<file path="src/rtl/spell_ram_arbiter.sv">
// Two-requester Wishbone arbiter for the shared spell RAM: one transfer per grant, alternating on ties.
// Optional ack-wait timeout enabled by defining SPELL_ARB_TIMEOUT_EN.
module spell_ram_arbiter #(
  parameter int TIMEOUT_CYCLES = 255
) (
  input  logic        clock,
  input  logic        reset,

  input  logic        m0_cyc_i,
  input  logic        m0_stb_i,
  input  logic        m0_we_i,
  input  logic [3:0]  m0_sel_i,
  input  logic [7:0]  m0_addr_i,
  input  logic [31:0] m0_dat_i,
  output logic        m0_ack_o,
  output logic        m0_err_o,
  output logic [31:0] m0_dat_o,

  input  logic        m1_cyc_i,
  input  logic        m1_stb_i,
  input  logic        m1_we_i,
  input  logic [3:0]  m1_sel_i,
  input  logic [7:0]  m1_addr_i,
  input  logic [31:0] m1_dat_i,
  output logic        m1_ack_o,
  output logic        m1_err_o,
  output logic [31:0] m1_dat_o,

  output logic        rambus_wb_cyc_o,
  output logic        rambus_wb_stb_o,
  output logic        rambus_wb_we_o,
  output logic [3:0]  rambus_wb_sel_o,
  output logic [7:0]  rambus_wb_addr_o,
  output logic [31:0] rambus_wb_dat_o,
  input  logic        rambus_wb_ack_i,
  input  logic [31:0] rambus_wb_dat_i,

  output logic [1:0]  grant_o,
  output logic        timeout_flag_o
);

  typedef enum logic [1:0] {
    IDLE   = 2'b00,
    GRANT0 = 2'b01,
    GRANT1 = 2'b10
  } state_t;

  state_t state;
  state_t next_state;
  logic   last_grant;
  logic   next_last_grant;
  logic   m0_req;
  logic   m1_req;
  logic   timeout_hit;

  if (TIMEOUT_CYCLES < 1 || TIMEOUT_CYCLES > 255) begin : g_bad_timeout
    $error("spell_ram_arbiter: TIMEOUT_CYCLES must be in 1..255");
  end

  assign m0_req = m0_cyc_i & m0_stb_i;
  assign m1_req = m1_cyc_i & m1_stb_i;

  // State encoding doubles as the one-hot grant, so grant_o is loaded from next_state.
  always_ff @(posedge clock) begin
    if (reset) begin
      state      <= IDLE;
      last_grant <= 1'b1;
      grant_o    <= 2'b00;
    end else begin
      state      <= next_state;
      last_grant <= next_last_grant;
      grant_o    <= next_state;
    end
  end

`ifdef SPELL_ARB_TIMEOUT_EN
  localparam logic [7:0] TIMEOUT_LAST = 8'(TIMEOUT_CYCLES - 1);

  logic [7:0] wait_count;
  logic       timeout_flag;

  // wait_count holds the number of earlier unacked grant cycles, so the limit is hit on cycle TIMEOUT_CYCLES.
  always_ff @(posedge clock) begin
    if (reset) begin
      wait_count   <= 8'd0;
      timeout_flag <= 1'b0;
    end else begin
      if (state == IDLE) begin
        wait_count <= 8'd0;
      end else if (!rambus_wb_ack_i) begin
        wait_count <= wait_count + 8'd1;
      end
      if (timeout_hit) begin
        timeout_flag <= 1'b1;
      end
    end
  end

  assign timeout_hit    = (state != IDLE) && !rambus_wb_ack_i && (wait_count == TIMEOUT_LAST);
  assign timeout_flag_o = timeout_flag;
`else
  assign timeout_hit    = 1'b0;
  assign timeout_flag_o = 1'b0;
`endif

  always_comb begin
    next_state       = state;
    next_last_grant  = last_grant;
    rambus_wb_cyc_o  = 1'b0;
    rambus_wb_stb_o  = 1'b0;
    rambus_wb_we_o   = 1'b0;
    rambus_wb_sel_o  = 4'd0;
    rambus_wb_addr_o = 8'd0;
    rambus_wb_dat_o  = 32'd0;
    m0_ack_o         = 1'b0;
    m0_err_o         = 1'b0;
    m0_dat_o         = 32'd0;
    m1_ack_o         = 1'b0;
    m1_err_o         = 1'b0;
    m1_dat_o         = 32'd0;

    case (state)
      IDLE: begin
        // On a tie, last_grant == 1 means m1 went last, so m0 takes this one.
        if (m0_req && m1_req) begin
          next_state = last_grant ? GRANT0 : GRANT1;
        end else if (m0_req) begin
          next_state = GRANT0;
        end else if (m1_req) begin
          next_state = GRANT1;
        end
      end

      GRANT0: begin
        rambus_wb_cyc_o  = m0_cyc_i;
        rambus_wb_stb_o  = m0_stb_i;
        rambus_wb_we_o   = m0_we_i;
        rambus_wb_sel_o  = m0_sel_i;
        rambus_wb_addr_o = m0_addr_i;
        rambus_wb_dat_o  = m0_dat_i;
        m0_ack_o         = rambus_wb_ack_i;
        m0_dat_o         = rambus_wb_dat_i;
        m0_err_o         = timeout_hit;
        if (!m0_cyc_i || rambus_wb_ack_i || timeout_hit) begin
          next_state      = IDLE;
          next_last_grant = 1'b0;
        end
      end

      GRANT1: begin
        rambus_wb_cyc_o  = m1_cyc_i;
        rambus_wb_stb_o  = m1_stb_i;
        rambus_wb_we_o   = m1_we_i;
        rambus_wb_sel_o  = m1_sel_i;
        rambus_wb_addr_o = m1_addr_i;
        rambus_wb_dat_o  = m1_dat_i;
        m1_ack_o         = rambus_wb_ack_i;
        m1_dat_o         = rambus_wb_dat_i;
        m1_err_o         = timeout_hit;
        if (!m1_cyc_i || rambus_wb_ack_i || timeout_hit) begin
          next_state      = IDLE;
          next_last_grant = 1'b1;
        end
      end

      default: begin
        next_state = IDLE;
      end
    endcase
  end

endmodule

</file>
<file path="config.mk">
export PLATFORM = sky130hd
export DESIGN_NAME = spell_ram_arbiter
export DESIGN_NICKNAME = d
export VERILOG_FILES = /design/src/rtl/spell_ram_arbiter.sv
export SDC_FILE = /design/constraint.sdc
export NUM_CORES = 1
export LEC_CHECK = 0
export CAP_MARGIN = 5
export CORE_AREA = 3 3 96 98
export DETAILED_ROUTE_END_ITERATION = 6
export DIE_AREA = 0 0 99 101
export HOLD_SLACK_MARGIN = 0.15
export PLACE_DENSITY = 0.66
export SLEW_MARGIN = 10
export SYNTH_ARGS = -nofsm -noshare
export SYNTH_HDL_FRONTEND = slang
export SYNTH_SLANG_ARGS = --single-unit
export TNS_END_PERCENT = 100
</file>
<file path="constraint.sdc">
create_clock -name clock -period 2.39 [get_ports clock]
set_input_delay 0.5975 -clock clock [delete_from_list [all_inputs] [get_ports clock]]
set_output_delay 0.5975 -clock clock [all_outputs]
set_load 0.05 [all_outputs]
</file>
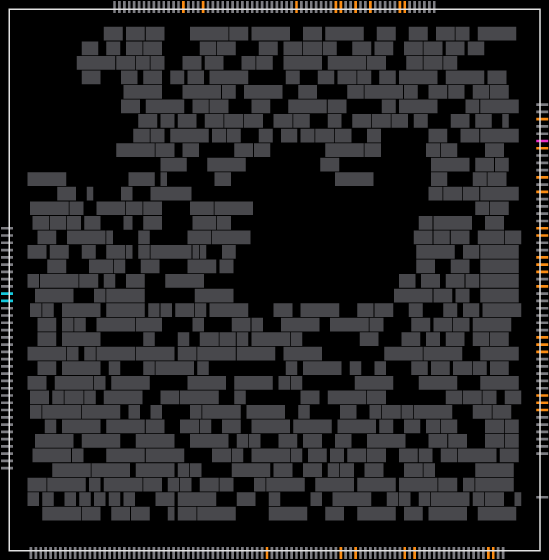
run_1/pinout.png
Pins as bars across the die edge, other pins in gray.
Cyan stands for `grant_o`, pins 2, direction output, edge west. Orange stands for `rambus_wb_dat_o`, pins 32, direction output, edge 16 east, 9 north, 7 south. Magenta stands for `m0_err_o`, pins 1, direction output, edge east.
All pins by edge: 97 south, 66 north, 50 east, 34 west.
buffers added on ports: 243
die height: 101 microns
die x size: 99 microns

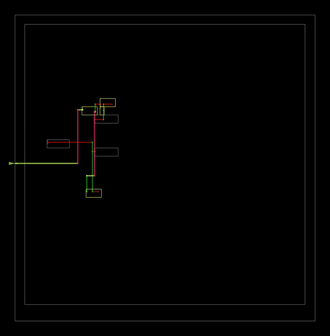
run_1/clock_nets.png
clock-net power: 151 uW
seq_cells: 3
clkbuf count: 4
clk ins delay skew pair: 0.22 ns
Clock Skew: 0.00653 ns

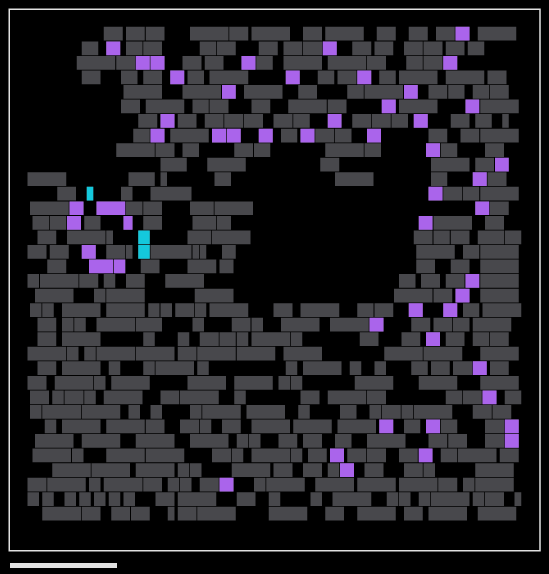
run_1/gates.png
Bar = 20 microns.
Purple stands for aoi and oai cells, cells 52, where spread over the die. Cyan stands for nand cells, cells 3.
post-route non-filler standard cell count: 549
Comb area share: 26.0%

==> impl_metrics.csv, run 1 <==
group,metric,value,unit
setup_path,crit_family,"buffers and inverters",
floorplan,initCoreUtil,16.7,%
power,power.total,2.38,mW
synthesis,yosysWarningCount,0,
cells_and_area,final_nets,575,
setup_path,crit_path_end_kind,"output port",
flow_run,tool_warnings,29,
power,powerDensity,452,nW/um^2
setup_path,startpoint,"state[1]$_SDFFE_PP0P_",
clock_network,clk_path_buf_depth,2,
clock_network,cts_resized,0,
final_timing,finalCriticalPeriod,2.22,ns
setup_path,r2r-end,"state[0]$_SDFFE_PP0P_",
placed_design,dpl_cell_area,5220,sq um
setup_path,critical_path.slowest_cell,"dfxtp_2",
setup_path,max_stage_delay,0.33,ns
final_timing,worst_pin_slew,0.527,ns
drt,wl_per_cell,17.5,microns
drt,wl_met1,3.32,mm
final_timing,tns,0,ns
synthesis,synthCells,212,
synthesis,synth.distinct_cells,20,
global_route,track_usage,18.2,%
power,power_frac_clock,6.3,%
setup_path,rrSetupSlack,0.83,ns
final_timing,period_used_share,93.0,%
drt,drtPass1Iterations,4,
synthesis,mux_share,2.10,%
clock_network,cts.clk_slew.worst_paths,0.04,ns
synthesis,ys_cells,212,
synthesis,yosysTopAreaCellShare,28.9,%
setup_path,rr_startpoint,"state[1]$_SDFFE_PP0P_",
setup_path,critPathArrivalTime,1.62,ns
global_route,grt_pass1_wl,14.3,mm
synthesis,ys_area,1430,sq um
power,p_comb,2.16,mW
power,ir_drop,0.000225,V
drt,drt_iter0_drc,98,
final_timing,drv_slew,0,
clock_network,cts_setup_buffers,0,
synthesis,synth_area,1430,sq um
floorplan,io_pins,247,
power,seqPwrFrac,3.0,%
drt,via_per_inst,4.52,
drt,vias,2479,
global_route,use_met2,35.5,%
drt,highest_layer,"met4",
floorplan,rows,34,
placed_design,dp_hpwl,8.11,mm
setup_path,critPathBufInv,3,
drt,drcViolationCount,0,
cells_and_area,layout-area-overhead-vs-synth,269,%
setup_path,critical_path.max_fanout,29,
synthesis,area_leaders,"and2_1, a22oi_1, nor2b_1",
synthesis,xor_area_share,0,%
floorplan,placeableCoreArea,8550,sq um
clock_network,htree_levels,1,
synthesis,ys_ff,3,
clock_network,cts_tree,"yes",
setup_path,start_kind,"register",
final_timing,fmax,450,MHz
worst_hold_path,hold_depth,2,
placed_design,place.gp.congestion,0.813,
power,top_power_group,"combinational logic",
synthesis,avgSynthCellArea,6.74,sq um
setup_path,path_cells,"inv_1 -> ha_2 -> buf_4 -> a22oi_1 -> nor2b_2 -> buf_12",
synthesis,simple_gate_area_share,52.8,%
synthesis,fa_ha_area_share,3.50,%
drt,route.met2.wl,5.48,mm
setup_path,r2r.worst_path.cells,6,
final_timing,hold_violations,0,
global_route,grt_busiest_layer,"met2",
status,outcome,"finished clean",
final_timing,setup_viol,0,
setup_path,critPathCapture,"rambus_wb_addr_o[1]",
power,combinationalPowerShare,90.7,%
final_timing,slew_headroom,64.7,%
cells_and_area,drive_gt1_share,39.5,%
power,p_switching,1.14,mW
clock_network,clkSinkCount,3,
global_route,antenna_found_initial,0,
power,intPower,1.24,mW
global_route,grt_pass1_vias,2535,
setup_path,criticalPathCategory,"reg -> out",
flow_run,maxCapViolations,0,
cells_and_area,diodes,0,
drt,antenna_left,0,
global_route,grtUsageMet3,3.94,%
setup_path,cp.required,1.79,ns
cells_and_area,fillers,722,
synthesis,yosys.area_share.aoi,27.9,%
floorplan,chipArea,10000,sq um
drt,wl_met3,605,microns
global_route,grt_max_degree,54,
worst_hold_path,min_path_type,"reg -> reg",
cells_and_area,stdcell_area,5270,sq um
synthesis,synth.logic.top_family,"simple AND/OR/NAND/NOR gates",
power,leakagePower,1.94,nW
power,p_seq,70.3,uW
clock_network,postCtsHoldBufs,0,
worst_hold_path,hold_end,"state[0]$_SDFFE_PP0P_",
cells_and_area,postLayoutCoreUtil,61.6,%
clock_network,numCtsBuffers,3,
drt,routed_wl,9.59,mm
global_route,use_met1,19.8,%
synthesis,yosys.area.top_type,"and2_1",
setup_path,cp_num_cells,6,
final_timing,rsz0062_at_grt,"no",
global_route,grt-ovfl-total,0,
clock_network,cts-root-buf,"clkbuf_8",
power,switching_share,47.8,%
worst_hold_path,worstHoldStart,"state[0]$_SDFFE_PP0P_",
synthesis,synth_seq_share,4.20,%
-- run 1: cells in the final DEF, fill, tap and decap left out --
cell type        Yosys  final
nor2b_4              0      1
conb_1               1      3
clkbuf_8             0      3
a2bb2oi_2            1      1
dfxtp_1              3      1
o21ai_0              1      1
clkbuf_1            11      1
a22oi_2              1      1
nor2b_1             48      1
mux2i_1              3      3
ha_1                 4      3
nand2b_1             2      2
nor2_1               2      2
and2_1              66     66
ha_2                 0      1
dfxtp_2              0      2
buf_4                3      3
or3b_1               1      1
nand2_1              1      1
inv_1                2      2
nor2b_2              0     46
buf_12               0    116
clkdlybuf4s50_1      0    130
a22oi_1             48     48
and3b_1              1      1
o22ai_1              1      1
-- run 1: area by class of cell --
class,count,area [sq um],share of cell area (%)
repair buffers,249,3650,69.2
flip-flops and latches,3,62.6,1.19
multi-input cells,183,1370,26.0
well taps,108,135,2.57
clock buffers,4,45.0,0.855
inverters,2,7.51,0.143
-- run 1: through the flow --
step	instances	worst slack (ns)	hold WS (ns)
2_1_floorplan	214	0.0271	0.477
3_3_place_gp	545	0.233	0.482
3_5_place_dp	545	0.212	0.498
4_1_cts	549	0.137	0.504
5_1_grt	549	0.0328	0.539
6_report	549	0.168	0.497
-- run 1: flip-flops by register name, summed over array words and instances (netlist names) --
signal and flops:
state 2, last_grant 1
-- run 1: synth_stat cells, drive strengths merged --
| master | number |
|---|---|
| o22ai | 1 |
| nor2b | 48 |
| nand2b | 2 |
| clkbuf | 11 |
| a22oi | 49 |
| or3b | 1 |
| ha | 4 |
| mux2i | 3 |
| nand2 | 1 |
| o21ai | 1 |
| dfxtp | 3 |
| a2bb2oi | 1 |
| and3b | 1 |
| nor2 | 2 |
| and2 | 66 |
| buf | 15 |
| inv | 2 |
| conb | 1 |
==> run 2, diff against run 1 <==
ABC_CLOCK_PERIOD_IN_PS = 2390   (was not set)
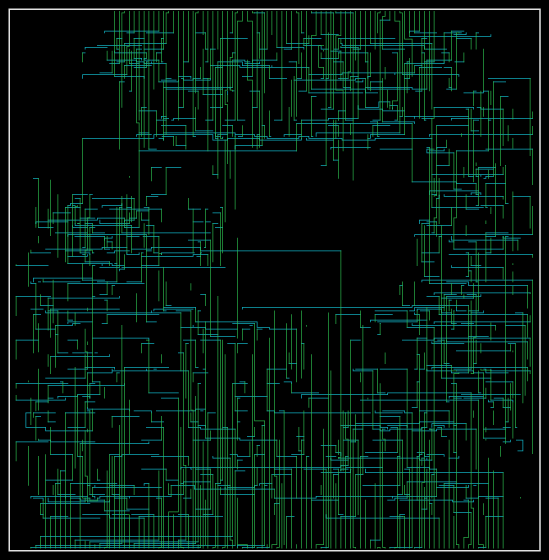
run_2/layers.png
Only two layers are drawn.
Cyan stands for M1, wire length 3320 microns. Green stands for M2, wire length 5480 microns.
drt total wl: 9.59 mm
GRT Overall Usage: 18.2%
via count: 2479
WL per Instance: 17.5 microns

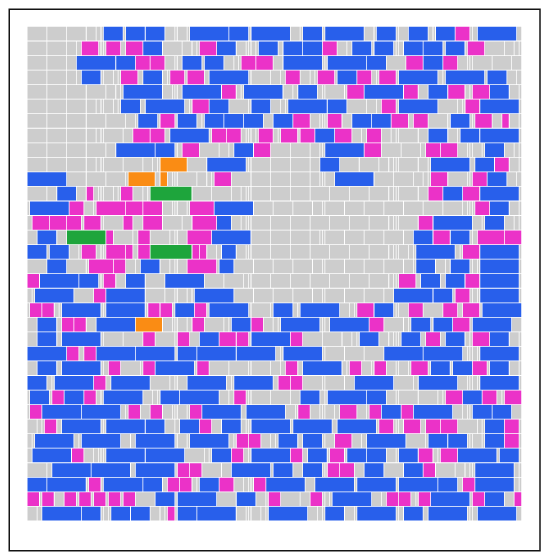
run_2/class_map.png
Fill, decap, tap and diode cells in gray.
Magenta stands for remaining logic cells, cells 185. Orange stands for clock drivers and dummy loads, cells 4. Green stands for registers, cells 3. Blue stands for remaining buffers and delay cells, cells 249.

==> impl_metrics.csv, run 2 <==
group,metric,value,unit
power,ir_drop,0.000225,V
setup_path,critical_path.max_fanout,29,
drt,antenna_left,0,
floorplan,fp.dieW,99,microns
clock_network,clk_path_buf_depth,2,
setup_path,cp.required,1.79,ns
final_timing,tns,0,ns
synthesis,synth-edff-count,0,
synthesis,simple_gate_area_share,52.8,%
setup_path,critical_path.slowest_cell,"dfxtp_2",
cells_and_area,drive_gt1_share,39.5,%
setup_path,start_kind,"register",
clock_network,htree_levels,1,
final_timing,setup_viol,0,
global_route,grt_max_degree,54,
clock_network,clkSinkCount,3,
clock_network,cts-root-buf,"clkbuf_8",
placed_design,place.gp.congestion,0.813,
power,power.total,2.38,mW
cells_and_area,logic_area,1370,sq um
setup_path,crit_path_end_kind,"output port",
floorplan,rows,34,
worst_hold_path,min_path_type,"reg -> reg",
status,outcome,"finished clean",
cells_and_area,diodes,0,
setup_path,path_cells,"inv_1 -> ha_2 -> buf_4 -> a22oi_1 -> nor2b_2 -> buf_12",
synthesis,synth_area,1430,sq um
synthesis,ys_cells,212,
cells_and_area,fillers,722,
cells_and_area,lay_top_cells,"clkdlybuf4s50_1, buf_12, and2_1, a22oi_1, nor2b_2",
clock_network,numCtsBuffers,3,
final_timing,slew_headroom,64.7,%
synthesis,yosys.area.top_type,"and2_1",
flow_run,maxCapViolations,0,
cells_and_area,layout-area-overhead-vs-synth,269,%
setup_path,critPathArrivalTime,1.62,ns
synthesis,xor_area_share,0,%
placed_design,dp_hpwl,8.11,mm
final_timing,rsz0062_at_grt,"no",
floorplan,initCoreUtil,16.7,%
worst_hold_path,worstHoldStart,"state[0]$_SDFFE_PP0P_",
cells_and_area,regArea,62.6,sq um
synthesis,ff_type,"dfxtp_1",
setup_path,rr_startpoint,"state[1]$_SDFFE_PP0P_",
final_timing,fmax,450,MHz
synthesis,mux_share,2.10,%
global_route,antenna_found_initial,0,
floorplan,die-height,101,microns
clock_network,cts_setup_buffers,0,
synthesis,synth.logic.top_family,"simple AND/OR/NAND/NOR gates",
power,leakagePower,1.94,nW
cells_and_area,regMostFlops,"state",
synthesis,synthTopCellsByCount,"and2_1, a22oi_1, nor2b_1, buf_2, clkbuf_1",
clock_network,insertion_delay,0.22,ns
cells_and_area,postLayoutCoreUtil,61.6,%
synthesis,synth_seq_share,4.20,%
placed_design,port_buffers,243,
synthesis,ys_area,1430,sq um
floorplan,placeableCoreArea,8550,sq um
drt,via_per_inst,4.52,
clock_network,cts_tree,"yes",
synthesis,async_flop_share,0,%
clock_network,cts.clk_slew.worst_paths,0.04,ns
synthesis,yosysTopAreaCellShare,28.9,%
flow_run,tool_warnings,29,
setup_path,max_stage_delay,0.33,ns
final_timing,hold_violations,0,
cells_and_area,final_nets,575,
final_timing,finalCriticalPeriod,2.22,ns
synthesis,fa_ha_area_share,3.50,%
clock_network,postCtsHoldBufs,0,
cells_and_area,reg_top3,"state: 2 flops, last_grant: 1 flops",
clock_network,cts_resized,0,
synthesis,avgSynthCellArea,6.74,sq um
cells_and_area,largest_reg_flops,2,
power,powerDensity,452,nW/um^2
synthesis,yosys.area_share.aoi,27.9,%
synthesis,ys_ff,3,
synthesis,synth.distinct_cells,20,
final_timing,drv_slew,0,
global_route,grt_pass1_wl,14.3,mm
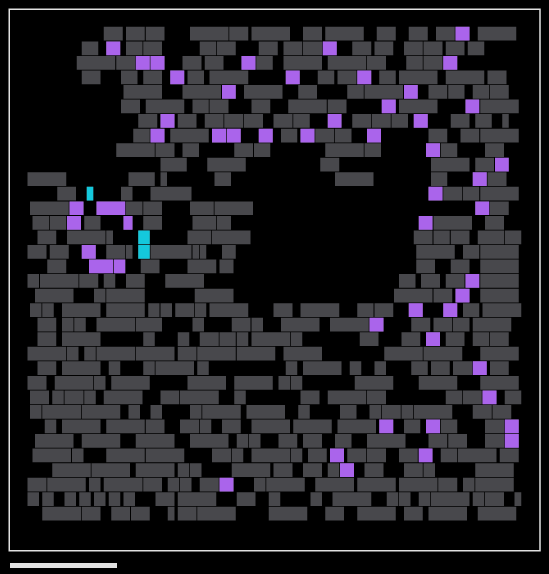
run_2/gates.png
Bar = 20 microns.
Cyan stands for nand cells, cells 3. Purple stands for aoi and oai cells, cells 52, where spread over the die.
dominant logic cell type in the layout: clkdlybuf4s50_1

## run 2: cell counts in the layout (fill, tap and decap cells not counted)
No cell type changed its count.
## run 2: layout make-up
type / instances / share of cell area, %
inverter: 2 / 0.143
tap: 108 / 2.57
timing repair buffer: 249 / 69.2
sequential: 3 / 1.19
multi-input combinational: 183 / 26.0
clock buffer: 4 / 0.855
## run 2: metrics by stage
step / area, sq um / setup WS [ns] / cells / hold slack [ns]
after global placement: 5220 / 0.233 / 545 / 0.482
after global routing: 5270 / 0.0328 / 549 / 0.539
after CTS: 5270 / 0.137 / 549 / 0.504
final: 5270 / 0.168 / 549 / 0.497
after detailed placement: 5220 / 0.212 / 545 / 0.498
after floorplan: 1560 / 0.0271 / 214 / 0.477
## run 2: worst max-delay path: cells and delay by family (launching register included)
kind	cells	cell delay [ns]
flops	1	0.33
compound gates	1	0.15
simple gates	1	0.18
buf+inv	3	0.55
fa+ha+maj	1	0.20
## run 2: power by group
group / switching (mW) / total (mW) / internal [mW]
Clock: 0.0368 / 0.151 / 0.114
Sequential: 0.00852 / 0.0703 / 0.0618
Combinational: 1.09 / 2.16 / 1.07
Total: 1.14 / 2.38 / 1.24
## run 2: worst paths after layout
path / slack [ns] / endpoint / cells after the start
max: 0.17 / rambus_wb_addr_o[1] / 6
min: 0.50 / state[0]$_SDFFE_PP0P_ / 2
max reg2reg: 0.83 / state[0]$_SDFFE_PP0P_ / 6
min reg2reg: 0.50 / state[0]$_SDFFE_PP0P_ / 2
## run 2: metal layers
layer  vias up  global-route usage (%)  share of wire, %
met3        12                    3.94               6.3
met4         0                    4.52               2.0
li1       1179                       -                 -
met1      1182                    19.8                35
met5         -                       0                 0
met2       106                    35.5                57
Power is estimated from default activity; no workload was simulated.
